Run 1, wire density map:
The die is cut into 17 by 18 equal tiles; white is low, dark blue is high, scaled to the fullest tile. Values are wire area over tile area, all layers added.
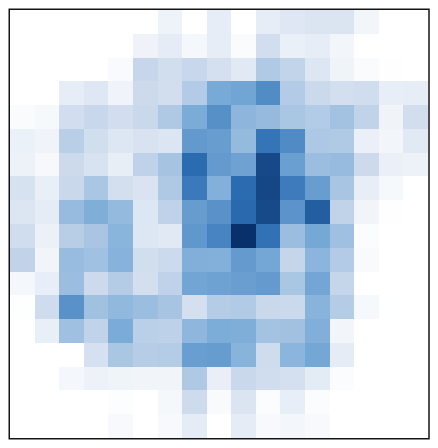
Run 1, I/O pins on the die edge:
Bar = 20 µm. Pins as bars across the die edge, other pins in grey.
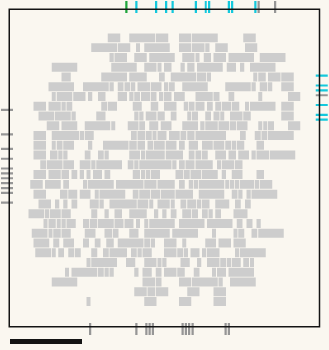
Run 1, logic cells by family:
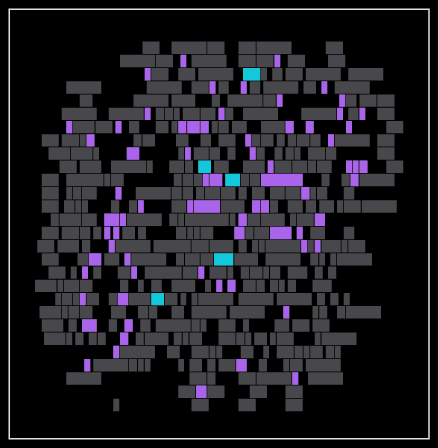
File: config.mk
export PLATFORM = sky130hd
export DESIGN_NAME = fp16_to_int_converter
export DESIGN_NICKNAME = d
export VERILOG_FILES = /design/src/rtl/fp16_pkg.sv /design/src/rtl/complimenter_2.sv /design/src/rtl/fp2int_round_sat.sv /design/src/rtl/fp16_to_int_converter.sv
export SDC_FILE = /design/constraint.sdc
export NUM_CORES = 1
export LEC_CHECK = 0
export CORE_AREA = 5 5 81 83
export DETAILED_ROUTE_END_ITERATION = 6
export DIE_AREA = 0 0 86 88
export HOLD_SLACK_MARGIN = 0.12
export PLACE_DENSITY = 0.81
export SETUP_SLACK_MARGIN = 0.4
export SLEW_MARGIN = 15
export SYNTH_ARGS = -nofsm -noshare
export SYNTH_HDL_FRONTEND = slang
export SYNTH_SLANG_ARGS = --single-unit
File: constraint.sdc
create_clock -name clk -period 3 [get_ports clk]
set_clock_uncertainty 0.15 [all_clocks]
set_input_delay 0.6 -clock clk [delete_from_list [all_inputs] [get_ports clk]]
set_output_delay 0.6 -clock clk [all_outputs]
set_load 0.03 [all_outputs]
File: src/rtl/fp16_pkg.sv
// Shared types and constants for the fp16 -> int16 converter.
// Holds the fp16 field widths, int16 limits, FSM state type and operand classifier.
package fp16_pkg;

   localparam int FP16_EXP_W       = 5;
   localparam int FP16_FRAC_W      = 10;
   localparam int FP16_BIAS        = 15;
   localparam int FP16_EXP_SPECIAL = 31;

   localparam logic [15:0] INT16_MAX = 16'h7FFF;
   localparam logic [15:0] INT16_MIN = 16'h8000;

   // Biased-exponent boundaries of the shift windows:
   // e < 14 rounds to zero, 14..24 shifts right, 25..29 shifts left,
   // 30 and above no longer fits in int16.
   localparam logic [4:0] EXP_RSH_LO = 5'(FP16_BIAS - 1);
   localparam logic [4:0] EXP_LSH_LO = 5'(FP16_BIAS + FP16_FRAC_W);
   localparam logic [4:0] EXP_SAT_LO = 5'(FP16_BIAS + 15);

   typedef enum logic [1:0] {
      IDLE,
      SHIFT,
      ROUND,
      DONE
   } fp2int_state_t;

   typedef enum logic [2:0] {
      CLS_NORM,
      CLS_ZERO,
      CLS_INF,
      CLS_NAN,
      CLS_SAT,
      CLS_MIN
   } fp2int_class_t;

   typedef struct packed {
      fp2int_class_t cls;
      logic          left;
      logic [3:0]    count;
   } fp2int_plan_t;

   // Decide the result class, shift direction and shift distance.
   function automatic fp2int_plan_t fp2int_classify(input logic [15:0] v);
      fp2int_plan_t p;
      logic [4:0]   e;
      logic [9:0]   f;
      e       = v[14:10];
      f       = v[9:0];
      p.cls   = CLS_ZERO;
      p.left  = 1'b0;
      p.count = 4'd0;
      if (e == 5'(FP16_EXP_SPECIAL)) begin
         p.cls = (f == 10'd0) ? CLS_INF : CLS_NAN;
      end else if (e < EXP_RSH_LO) begin
         p.cls = CLS_ZERO;
      end else if (e >= EXP_SAT_LO) begin
         // -32768.0 is the only value at this exponent that fits.
         if (v[15] && e == EXP_SAT_LO && f == 10'd0)
            p.cls = CLS_MIN;
         else
            p.cls = CLS_SAT;
      end else if (e >= EXP_LSH_LO) begin
         p.cls   = CLS_NORM;
         p.left  = 1'b1;
         p.count = 4'(e - EXP_LSH_LO);
      end else begin
         p.cls   = CLS_NORM;
         p.count = 4'(EXP_LSH_LO - e);
      end
      return p;
   endfunction

endpackage

File: src/rtl/complimenter_2.sv
// Two's-complement negation of a WIDTH-bit word.
// Ports: a (operand), y (-a modulo 2**WIDTH).
module complimenter_2 #(
   parameter int WIDTH = 16
) (
   input  logic [WIDTH-1:0] a,
   output logic [WIDTH-1:0] y
);

   assign y = ~a + {{(WIDTH-1){1'b0}}, 1'b1};

endmodule

File: src/rtl/fp2int_round_sat.sv
// Combinational rounding, sign application and saturation for fp16 -> int16.
// Ports: mag/guard/sticky/sign/cls in; r and ALU flags (negative, cout, overflow, zero) out.
// Macro FP2INT_RNE_EN: defined = round-to-nearest-even, undefined = truncate toward zero.
module fp2int_round_sat
   import fp16_pkg::*;
(
   input  logic [15:0]   mag,
   input  logic          guard,
   input  logic          sticky,
   input  logic          sign,
   input  fp2int_class_t cls,
   output logic [15:0]   r,
   output logic          negative,
   output logic          cout,
   output logic          overflow,
   output logic          zero
);

   logic        inc;
   logic [15:0] mag_rnd;
   logic [15:0] mag_neg;

`ifdef FP2INT_RNE_EN
   // Round up above half, or at exactly half when the kept LSB is odd.
   assign inc = guard & (sticky | mag[0]);
`else
   logic unused_gs;
   assign unused_gs = guard | sticky;
   assign inc       = 1'b0;
`endif

   // Non-saturated magnitudes top out at 32752, so this add cannot wrap.
   assign mag_rnd = mag + {15'd0, inc};

   complimenter_2 #(
      .WIDTH(16)
   ) u_neg (
      .a(mag_rnd),
      .y(mag_neg)
   );

   always_comb begin
      r        = 16'd0;
      overflow = 1'b0;
      unique case (cls)
         CLS_NORM: r = sign ? mag_neg : mag_rnd;
         CLS_ZERO: r = 16'd0;
         CLS_INF: begin
            r        = sign ? INT16_MIN : INT16_MAX;
            overflow = 1'b1;
         end
         CLS_NAN: begin
            r        = 16'd0;
            overflow = 1'b1;
         end
         CLS_SAT: begin
            r        = sign ? INT16_MIN : INT16_MAX;
            overflow = 1'b1;
         end
         CLS_MIN: r = INT16_MIN;
         default: r = 16'd0;
      endcase
   end

   assign negative = r[15];
   assign zero     = (r == 16'd0);
   assign cout     = 1'b0;

endmodule

File: src/rtl/fp16_to_int_converter.sv
// Multi-cycle fp16 -> int16 converter: serial shifter with guard/sticky, rounding, saturation.
// Ports: clk, rst (sync, active-high); in_valid/in_ready/x in; out_valid/out_ready/r + flags out.
// Parameter SHIFT_STEP (1, 2 or 4) sets bit positions moved per SHIFT cycle.
// Macro FP2INT_RNE_EN: defined = round-to-nearest-even, undefined = truncate toward zero.
module fp16_to_int_converter
   import fp16_pkg::*;
#(
   parameter int SHIFT_STEP = 1
) (
   input  logic        clk,
   input  logic        rst,
   input  logic        in_valid,
   output logic        in_ready,
   input  logic [15:0] x,
   output logic        out_valid,
   input  logic        out_ready,
   output logic [15:0] r,
   output logic        negative,
   output logic        cout,
   output logic        overflow,
   output logic        zero
);

   localparam logic [3:0] STEP = 4'(SHIFT_STEP);

   fp2int_state_t state;
   fp2int_class_t cls_q;
   fp2int_plan_t  plan;

   logic        sign_q;
   logic        left_q;
   logic [3:0]  count_q;
   logic [15:0] mag_q;
   logic        guard_q;
   logic        sticky_q;

   logic [3:0]  amt;
   logic [15:0] mag_n;
   logic        guard_n;
   logic        sticky_n;

   logic [15:0] rnd_r;
   logic        rnd_neg;
   logic        rnd_cout;
   logic        rnd_ovf;
   logic        rnd_zero;

   logic [15:0] r_q;
   logic        neg_q;
   logic        cout_q;
   logic        ovf_q;
   logic        zero_q;

   assign plan = fp2int_classify(x);

   // One SHIFT cycle: move up to SHIFT_STEP places. On right shifts the
   // previous guard drops into sticky and the newest lost bit becomes guard.
   always_comb begin
      amt      = (count_q > STEP) ? STEP : count_q;
      mag_n    = mag_q;
      guard_n  = guard_q;
      sticky_n = sticky_q;
      for (int i = 0; i < SHIFT_STEP; i++) begin
         if (4'(i) < amt) begin
            if (left_q) begin
               mag_n = {mag_n[14:0], 1'b0};
            end else begin
               sticky_n = sticky_n | guard_n;
               guard_n  = mag_n[0];
               mag_n    = {1'b0, mag_n[15:1]};
            end
         end
      end
   end

   fp2int_round_sat u_round (
      .mag     (mag_q),
      .guard   (guard_q),
      .sticky  (sticky_q),
      .sign    (sign_q),
      .cls     (cls_q),
      .r       (rnd_r),
      .negative(rnd_neg),
      .cout    (rnd_cout),
      .overflow(rnd_ovf),
      .zero    (rnd_zero)
   );

   always_ff @(posedge clk) begin
      if (rst) begin
         state    <= IDLE;
         cls_q    <= CLS_ZERO;
         sign_q   <= 1'b0;
         left_q   <= 1'b0;
         count_q  <= 4'd0;
         mag_q    <= 16'd0;
         guard_q  <= 1'b0;
         sticky_q <= 1'b0;
         r_q      <= 16'd0;
         neg_q    <= 1'b0;
         cout_q   <= 1'b0;
         ovf_q    <= 1'b0;
         zero_q   <= 1'b0;
      end else begin
         unique case (state)
            IDLE: begin
               if (in_valid) begin
                  sign_q   <= x[15];
                  cls_q    <= plan.cls;
                  left_q   <= plan.left;
                  count_q  <= plan.count;
                  mag_q    <= {5'd0, 1'b1, x[9:0]};
                  guard_q  <= 1'b0;
                  sticky_q <= 1'b0;
                  state    <= SHIFT;
               end
            end
            SHIFT: begin
               mag_q    <= mag_n;
               guard_q  <= guard_n;
               sticky_q <= sticky_n;
               count_q  <= count_q - amt;
               if (count_q <= STEP)
                  state <= ROUND;
            end
            ROUND: begin
               r_q    <= rnd_r;
               neg_q  <= rnd_neg;
               cout_q <= rnd_cout;
               ovf_q  <= rnd_ovf;
               zero_q <= rnd_zero;
               state  <= DONE;
            end
            DONE: begin
               if (out_ready)
                  state <= IDLE;
            end
            default: state <= IDLE;
         endcase
      end
   end

   assign in_ready  = (state == IDLE);
   assign out_valid = (state == DONE);
   assign r         = r_q;
   assign negative  = neg_q;
   assign cout      = cout_q;
   assign overflow  = ovf_q;
   assign zero      = zero_q;

endmodule
==> results.py, run 1 <==
# Generated from Yosys and OpenROAD reports
metrics = {
    "floorplan": {
        "initial_core_util_pct": 50.3,
        "rows": 28,
        "chipArea_mm2": 0.00757,
    },
    "critical_path": {
        "reg2reg_depth": 8,
        "worstPathCellList": "inv_2, ha_4, or4b_4, or4b_4, a211oi_2, o211ai_1, o21ai_1, a32o_1",
        "reg2reg_to": "zero$_SDFFE_PP0P_",
        "cp_top_family": "simple AND/OR/NAND/NOR gates",
        "crit_required_ns": 3.10,
    },
    "route": {
        "met1_length_mm": 3.28,
        "first_pass_iters": 5,
    },
    "yosys": {
        "synth.most_common_cell": "dfxtp_1",
        "synthFlopType": "dfxtp_1",
        "synth_flops": 45,
        "synthTopLogicFamily": "simple AND/OR/NAND/NOR gates",
        "syn_avg_cell_area_um2": 7.57,
        "mux_share_pct": 6.67,
        "aoi_share_pct": 23.5,
        "synthCells": 384,
        "edf_count": 0,
        "async_flop_share_pct": 0,
        "ys_seq_share_pct": 31.0,
        "yosys.area_share.simple_pct": 24.0,
        "ys_warn_count": 0,
    },
    "final_layout": {
        "buf_share_pct": 12.9,
        "comb_area_mm2": 0.00185,
        "design_area_mm2": 0.00344,
        "final_util_pct": 59.6,
    },
    "global_route": {
        "antenna_found_initial": 0,
        "grt_pass1_wl_mm": 12.2,
        "grt_max_degree": 46,
        "grt_busiest_layer": "met2",
        "use_met1_pct": 24.7,
        "overflow": 0,
    },
    "sta": {
        "setup_ws_ns": 0.458,
        "holdWs_ns": 0.331,
        "hold_viol": 0,
        "rsz0062_at_grt": "no",
    },
    "power": {
        "powerDensity_mw_per_mm2": 870,
        "p_comb_share_pct": 54.2,
        "power.switching_w": 0.00139,
        "fin_total_pwr_w": 0.00300,
        "comb_power_w": 0.00162,
        "switching_share_pct": 46.3,
        "total_leakage_power_nw": 1.15,
    },
    "hold_path": {
        "whs_path_depth": 2,
        "hold_start": "r[10]$_SDFFE_PP0P_",
    },
    "place": {
        "place_congestion": 0.887,
        "place_area_mm2": 0.00331,
        "dpl_worst_slack_ns": 0.286,
        "dp.cells": 473,
        "dp.final_hpwl_mm": 5.12,
    },
    "status": {
        "outcome": "completed",
    },
    "run": {
        "drv_cap": 0,
    },
    "clock_tree": {
        "clockRootBuffer": "clkbuf_8",
        "post_cts_buffers": 0,
        "cts_resized": 3,
        "htreeDepth": 2,
        "clock-sinks": 45,
        "clkTransAtPathRegs_ns": 0.08,
    },
}
Back to the opening pictures, 'wire density map':
- emptiest ninth of the die: upper left
- fullest tile: 0.71
- tiles over half the peak: 13%
routed wire length: 7.43 mm
routed vias: 2875
GR Util All Layers: 19.9%
WL per Instance: 15.5 µm

Back to the opening pictures, 'I/O pins on the die edge':
- green: overflow (pins 1; direction output; edge top)
- cyan: r (pins 16; direction output; edge 10 top, 6 right)
- all pins by edge: 13 top, 11 bottom, 11 left, 7 right
Die X: 86 µm
Die H: 88 µm
port buffer count: 40

Back to the opening pictures, 'logic cells by family':
- purple: NOR gates (cells 71)
- cyan: AND-OR and OR-AND gates (cells 5)
highest-count logic cell in the final layout: nor2_1
Comb/total area: 53.8%
Finished Layout Cells: 480

run 1: sequential cells by signal, summed over array words and instances (netlist names):
name / flops
r: 16
overflow: 1
sign_q: 1
left_q: 1
state: 2
cls_q: 3
count_q: 4
mag_q: 16
zero: 1
run 1: layout by cell type (no fill, tap or decap), types with 3 or more instances in the layout:
cell	count
a211oi_1	7
a21oi_1	36
a311oi_1	3
a31oi_1	5
buf_4	6
clkbuf_8	6
clkdlybuf4s50_1	40
dfxtp_1	42
dfxtp_2	3
ha_1	11
inv_1	14
mux2_2	3
mux2i_1	16
nand2_1	39
nand2b_1	8
nand3_1	9
nor2_1	43
nor3_1	14
nor3b_1	4
nor4_1	5
o211ai_1	12
o21ai_0	16
o22ai_1	7
or3_1	5
xnor2_1	7
==> run 1 -> run 2 <==
--- a/config.mk
+++ b/config.mk
@@ -5,11 +5,11 @@
 export SDC_FILE = /design/constraint.sdc
 export NUM_CORES = 1
 export LEC_CHECK = 0
-export CORE_AREA = 5 5 81 83
+export CORE_AREA = 5 5 84 86
 export DETAILED_ROUTE_END_ITERATION = 6
-export DIE_AREA = 0 0 86 88
+export DIE_AREA = 0 0 89 91
 export HOLD_SLACK_MARGIN = 0.12
-export PLACE_DENSITY = 0.81
+export PLACE_DENSITY = 0.79
 export SETUP_SLACK_MARGIN = 0.4
 export SLEW_MARGIN = 15
 export SYNTH_ARGS = -nofsm -noshare
==> constraint.sdc (replaced) <==
create_clock -name clk -period 2.2 [get_ports clk]
set_clock_uncertainty 0.15 [all_clocks]
set_input_delay 0.44 -clock clk [delete_from_list [all_inputs] [get_ports clk]]
set_output_delay 0.44 -clock clk [all_outputs]
set_load 0.03 [all_outputs]
Run 2, I/O pins on the die edge:
Bar = 20 µm. Pins as bars across the die edge, other pins in grey.
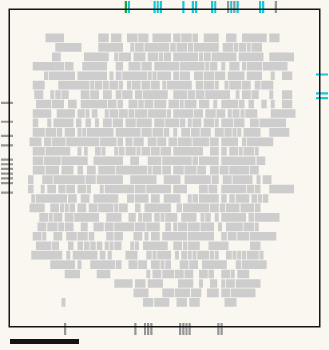
- green: overflow (pins 1; direction output; edge top)
- cyan: r (pins 16; direction output; edge 13 top, 3 right)
Die X: 89 µm
Die H: 91 µm

==> run 2 against run 1 <==
  * The flow now finishes with violations (negative setup slack)
  * Register-to-register slack got worse by 0.79 ns
  * First-iteration DRC count down 18%
  * Sequential power up about 30%
==> results.py, run 2 <==
# Generated from Yosys and OpenROAD reports
metrics = {
    "status": {
        "outcome": "complete, but fails checks",
        "violations": "negative setup slack",
    },
    "sta": {
        "tightest_slew_ns": 0.501,
        "setup_ws_ns": -0.333,
        "fin_crit_ns": 2.53,
        "rsz0062_at_grt": "yes",
        "final-setup-viol-count": 1,
        "slew_headroom_pct": 66.6,
        "holdWs_ns": 0.328,
        "hold_viol": 0,
    },
    "global_route": {
        "grt_max_degree": 46,
        "grt_pass1_wl_mm": 14.5,
        "overflow": 0,
        "grt_busiest_layer": "met2",
        "antenna_found_initial": 0,
        "use_met1_pct": 25.7,
        "track_usage_pct": 21.9,
        "grt_use_met3_pct": 4.07,
    },
    "power": {
        "powerDensity_mw_per_mm2": 1250,
        "switching_share_pct": 46.9,
        "largestPowerGroup": "combinational cells",
        "power.switching_w": 0.00262,
        "comb_power_w": 0.00375,
        "total_leakage_power_nw": 1.72,
        "fin_total_pwr_w": 0.00558,
        "p_comb_share_pct": 67.2,
    },
    "route": {
        "viasPerCell": 6.26,
        "met1_length_mm": 3.79,
        "wirelength_mm": 10.4,
        "dr_wl_met3_um": 575,
        "wl_per_cell_um": 18.9,
        "first_pass_iters": 5,
        "vias": 3457,
        "met2_length_mm": 5.57,
    },
    "final_layout": {
        "comb_area_mm2": 0.00232,
        "nFillCells": 442,
        "regArea_um2": 923,
        "final_util_pct": 72.1,
        "stdcell_count": 552,
        "lay_top_cells": "buf_4 (64), nor2_1 (42), nand2_1 (35)",
        "mostFrequentLayoutCell": "buf_4",
    },
    "yosys": {
        "netlist.area_leader.share_pct": 31.0,
        "syn_avg_cell_area_um2": 7.57,
        "edf_count": 0,
        "ys_warn_count": 0,
        "synthTopLogicFamily": "simple AND/OR/NAND/NOR gates",
        "ys_types": 52,
        "ys_seq_share_pct": 31.0,
        "synthFlopType": "dfxtp_1",
        "async_flop_share_pct": 0,
        "aoi_share_pct": 23.5,
        "synthCells": 384,
        "synth.most_common_cell": "dfxtp_1",
        "yosys.area_share.simple_pct": 24.0,
        "mux_share_pct": 6.67,
        "synth_flops": 45,
    },
    "place": {
        "place_congestion": 0.923,
        "dp.cells": 522,
        "io_buffers": 40,
        "dp.final_hpwl_mm": 5.77,
    },
    "hold_path": {
        "hold_start": "r[10]$_SDFFE_PP0P_",
        "hold_end": "r[10]$_SDFFE_PP0P_",
        "whs_path_depth": 2,
    },
    "clock_tree": {
        "clkTransAtPathRegs_ns": 0.09,
        "htreeDepth": 2,
        "numCtsBuffers": 5,
        "clockRootBuffer": "clkbuf_8",
        "ctsLongestPathBuffers": 2,
    },
    "critical_path": {
        "worstPathCellList": "inv_4, ha_4, or4b_4, or4b_4, a211oi_2, o211ai_1, o21ai_1, a32o_1",
        "worst-r2r-setup-slack_ns": -0.33,
        "regToRegStartpoint": "mag_q[1]$_SDFFE_PP0P_",
        "critPathKind": "flop to flop",
        "critPathBufInv": 1,
        "slowest_delay_ns": 0.51,
        "reg2reg_to": "zero$_SDFFE_PP0P_",
        "reg2reg_depth": 8,
        "crit_required_ns": 2.30,
        "crit_path_top_delay_cell": "or4b_4",
        "cp_top_family": "simple AND/OR/NAND/NOR gates",
    },
    "floorplan": {
        "chipArea_mm2": 0.00810,
        "rows": 29,
        "initial_core_util_pct": 46.9,
    },
    "run": {
        "drv_cap": 0,
    },
}
Run 2, clock nets:
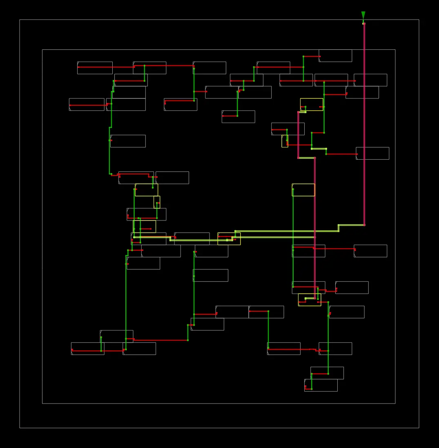
CLK BUF: 8
clk pwr: 0.000548 W
worst-skew pair later-pin latency: 0.31 ns
clock sinks: 45

run 2: cell type report:
cell class / count / share of cell area, %
inverter: 16 / 1.54
timing repair buffer: 114 / 21.7
tap: 77 / 2.15
multi-input combinational: 291 / 51.9
timing repair inverter: 1 / 0.112
sequential: 45 / 20.6
clock buffer: 8 / 2.01
run 2: through the flow:
stage	setup TNS (ns)	cell area, µm²	setup slack, ns
2_1_floorplan	-0.0939	2990	-0.0939
3_3_place_gp	-0.498	3730	-0.118
3_5_place_dp	-0.836	3730	-0.211
4_1_cts	-0.116	4010	-0.116
5_1_grt	-0.360	4470	-0.323
6_report	-0.333	4470	-0.333
run 2: what timing repair did:
item | CTS | global route
buffers inserted | 4 | 17
endpoints found under the setup margin | 56 | 36
pin swaps | 21 | 30
cloned | 0 | 1
resized | 84 | 76
Power is estimated from default activity; no workload was simulated.
